### Pin map

Scale: 4 px per um. Pins as bars across the die edge, other pins in gray.
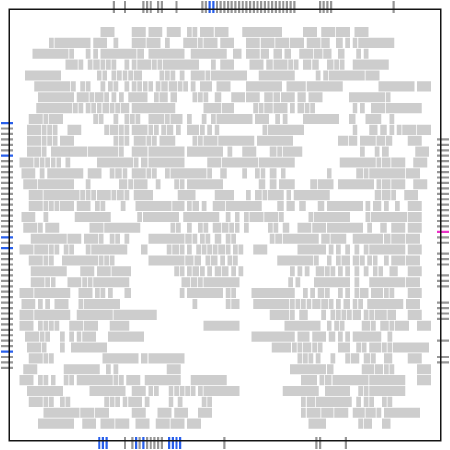
### Gate-type map

Scale: 2 px per um.
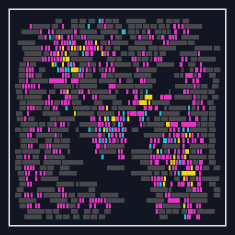
### Track usage over the die

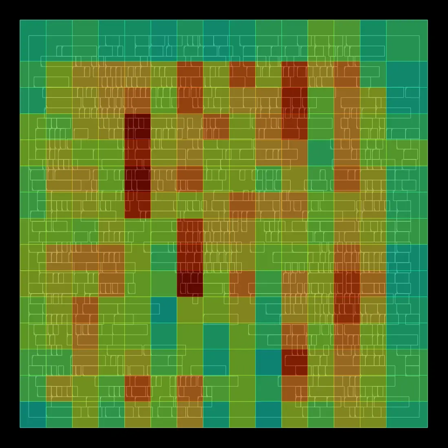
### src/rtl/dmem_access_ctrl_pkg.sv
// Shared definitions for the data-memory access controller: word width,
// FSM encodings, request payload and a saturating counter helper.
package dmem_access_ctrl_pkg;

    localparam int unsigned WORD_SIZE = 16;
    localparam int unsigned CNT_W     = 16;
    localparam int unsigned TMO_W     = 8;

    localparam logic [1:0] ST_IDLE_ENC = 2'd0;
    localparam logic [1:0] ST_REQ_ENC  = 2'd1;
    localparam logic [1:0] ST_DONE_ENC = 2'd2;

    typedef enum logic [1:0] {
        ST_IDLE = ST_IDLE_ENC,
        ST_REQ  = ST_REQ_ENC,
        ST_DONE = ST_DONE_ENC
    } state_e;

    typedef struct packed {
        logic                 we;
        logic [WORD_SIZE-1:0] addr;
        logic [WORD_SIZE-1:0] wdata;
    } dmem_req_t;

    function automatic logic [CNT_W-1:0] sat_inc(input logic [CNT_W-1:0] v);
        return (v == '1) ? v : v + CNT_W'(1);
    endfunction

endpackage

### src/rtl/dmem_timeout_ctr.sv
// Counts cycles spent waiting for d_ack; expired_c is high on the
// TIMEOUT-th waiting cycle.
module dmem_timeout_ctr
    import dmem_access_ctrl_pkg::*;
#(
    parameter int unsigned TIMEOUT = 8
) (
    input  logic clk,
    input  logic reset,
    input  logic clear,
    input  logic en,
    output logic expired_c
);

    logic [TMO_W-1:0] count_q;
    logic [TMO_W-1:0] count_d;

    assign expired_c = en && (count_q == TMO_W'(TIMEOUT - 1));

    always_comb begin
        count_d = count_q;
        if (clear) begin
            count_d = '0;
        end else if (en && !expired_c) begin
            count_d = count_q + TMO_W'(1);
        end
    end

    always_ff @(posedge clk or posedge reset) begin
        if (reset) begin
            count_q <= '0;
        end else begin
            count_q <= count_d;
        end
    end

endmodule

### src/rtl/dmem_access_ctrl.sv
// MEM-stage data-memory access controller: issues one request per load/store,
// stalls the pipeline until completion, handles timeout and illegal requests.
module dmem_access_ctrl
    import dmem_access_ctrl_pkg::*;
#(
    parameter int unsigned TIMEOUT = 8
) (
    input  logic                 clk,
    input  logic                 reset,
    input  logic                 em_valid,
    input  logic                 em_mem_read,
    input  logic                 em_mem_write,
    input  logic [WORD_SIZE-1:0] em_addr,
    input  logic [WORD_SIZE-1:0] em_wdata,
    output logic                 mem_stall,
    output logic                 d_req,
    output logic                 d_we,
    output logic [WORD_SIZE-1:0] d_addr,
    output logic [WORD_SIZE-1:0] d_wdata,
    input  logic                 d_ack,
    input  logic [WORD_SIZE-1:0] d_rdata,
    output logic [WORD_SIZE-1:0] mw_rdata,
    output logic                 mw_done,
    output logic                 mw_err,
    output logic [CNT_W-1:0]     rd_count,
    output logic [CNT_W-1:0]     wr_count
);

    state_e               state_q,    state_d;
    dmem_req_t            req_q,      req_d;
    logic                 d_req_q,    d_req_d;
    logic [WORD_SIZE-1:0] mw_rdata_q, mw_rdata_d;
    logic                 mw_done_q,  mw_done_d;
    logic                 mw_err_q,   mw_err_d;
    logic [CNT_W-1:0]     rd_count_q, rd_count_d;
    logic [CNT_W-1:0]     wr_count_q, wr_count_d;

    logic access_c;
    logic illegal_c;
    logic tmo_clear_c;
    logic tmo_expired_c;

    assign access_c  = em_valid & (em_mem_read | em_mem_write);
    assign illegal_c = em_mem_read & em_mem_write;
    assign mem_stall = ((state_q == ST_IDLE) & access_c) | (state_q == ST_REQ);

    dmem_timeout_ctr #(
        .TIMEOUT (TIMEOUT)
    ) u_timeout (
        .clk       (clk),
        .reset     (reset),
        .clear     (tmo_clear_c),
        .en        (state_q == ST_REQ),
        .expired_c (tmo_expired_c)
    );

    always_comb begin
        state_d     = state_q;
        req_d       = req_q;
        d_req_d     = d_req_q;
        mw_rdata_d  = mw_rdata_q;
        mw_done_d   = 1'b0;
        mw_err_d    = 1'b0;
        rd_count_d  = rd_count_q;
        wr_count_d  = wr_count_q;
        tmo_clear_c = 1'b0;

        case (state_q)
            ST_IDLE: begin
                if (access_c) begin
                    if (illegal_c) begin
                        mw_err_d  = 1'b1;
                        mw_done_d = 1'b1;
                        state_d   = ST_DONE;
                    end else begin
                        req_d.we    = em_mem_write;
                        req_d.addr  = em_addr;
                        req_d.wdata = em_wdata;
                        d_req_d     = 1'b1;
                        tmo_clear_c = 1'b1;
                        state_d     = ST_REQ;
                    end
                end
            end
            ST_REQ: begin
                // An ack arriving together with expiry wins.
                if (d_ack) begin
                    d_req_d   = 1'b0;
                    mw_done_d = 1'b1;
                    state_d   = ST_DONE;
                    if (req_q.we) begin
                        wr_count_d = sat_inc(wr_count_q);
                    end else begin
                        mw_rdata_d = d_rdata;
                        rd_count_d = sat_inc(rd_count_q);
                    end
                end else if (tmo_expired_c) begin
                    d_req_d    = 1'b0;
                    mw_rdata_d = '1;
                    mw_err_d   = 1'b1;
                    mw_done_d  = 1'b1;
                    state_d    = ST_DONE;
                end
            end
            ST_DONE: begin
                state_d = ST_IDLE;
            end
            default: begin
                state_d = ST_IDLE;
                d_req_d = 1'b0;
            end
        endcase
    end

    always_ff @(posedge clk or posedge reset) begin
        if (reset) begin
            state_q    <= ST_IDLE;
            req_q      <= '0;
            d_req_q    <= 1'b0;
            mw_rdata_q <= '0;
            mw_done_q  <= 1'b0;
            mw_err_q   <= 1'b0;
            rd_count_q <= '0;
            wr_count_q <= '0;
        end else begin
            state_q    <= state_d;
            req_q      <= req_d;
            d_req_q    <= d_req_d;
            mw_rdata_q <= mw_rdata_d;
            mw_done_q  <= mw_done_d;
            mw_err_q   <= mw_err_d;
            rd_count_q <= rd_count_d;
            wr_count_q <= wr_count_d;
        end
    end

    assign d_req    = d_req_q;
    assign d_we     = req_q.we;
    assign d_addr   = req_q.addr;
    assign d_wdata  = req_q.wdata;
    assign mw_rdata = mw_rdata_q;
    assign mw_done  = mw_done_q;
    assign mw_err   = mw_err_q;
    assign rd_count = rd_count_q;
    assign wr_count = wr_count_q;

endmodule
### config.mk
export PLATFORM = sky130hd
export DESIGN_NAME = dmem_access_ctrl
export DESIGN_NICKNAME = d
export VERILOG_FILES = /design/src/rtl/dmem_access_ctrl_pkg.sv /design/src/rtl/dmem_timeout_ctr.sv /design/src/rtl/dmem_access_ctrl.sv
export SDC_FILE = /design/constraint.sdc
export NUM_CORES = 1
export LEC_CHECK = 0
export ABC_AREA = 1
export CORE_MARGIN = 2
export CORE_UTILIZATION = 45
export DETAILED_ROUTE_END_ITERATION = 7
export GPL_TIMING_DRIVEN = 0
export PLACE_DENSITY = 0.8
export SLEW_MARGIN = 10
export SYNTH_ARGS = -nofsm -noshare
export SYNTH_HDL_FRONTEND = slang
export SYNTH_SLANG_ARGS = --single-unit
### constraint.sdc
create_clock -name clk -period 4.2 [get_ports clk]
set_input_delay 0.84 -clock clk [delete_from_list [all_inputs] [get_ports clk]]
set_output_delay 0.84 -clock clk [all_outputs]
set_load 0.01 [all_outputs]
==> impl_metrics.yaml <==
# generated from flow reports
outcome:
  outcome: "complete, no violations"
synthesis:
  ys_area_um2: 4820
  syn_nets: 677
  syn_area_um2: 4820
  ys_sh_simple_pct: 39.9
  yosys_cells: 620
power:
  power_mw: 3.25
  p_leak_nw: 3.21
  p_clk_uw: 754
worst_setup_path:
  worstPathRequired_ps: 3360
  crit_path_start_kind: "primary input"
  reg2reg_to: "wr_count[1]"
  cp_max_fo: 3
global_routing:
  grt.overflow.total: 0
  grt_util_met2_pct: 35.0
clock_network:
  ctsResizeCount: 0
  numCtsBuffers: 9
detailed_routing:
  wl_met2_um: 5680
worst_hold_path:
  hold-path-cell-count: 2
final_layout:
  inv_count: 42
  num_antenna_cells: 0
sta:
  fin_crit_sh_pct: 73.0
placement:
  pre_cts_ws_ps: 1140
-- 'Pin map' (at the start) --
| color | port | pins | direction | edge |
|---|---|---|---|---|
| blue | d_addr | 16 | output | 9 bottom, 5 left, 2 top |
| magenta | em_mem_read | 1 | input | right |

-- 'Gate-type map' (at the start) --
| color | family | cells |
|---|---|---|
| yellow | nor cells | 44 |
| cyan | inv cells | 42 |
| magenta | nand cells | 372 |

-- 'Track usage over the die' (at the start) --
DR WL/cell: 12.9 um
met1 GRT Util: 26.4%

Power is estimated from default activity; no workload was simulated.
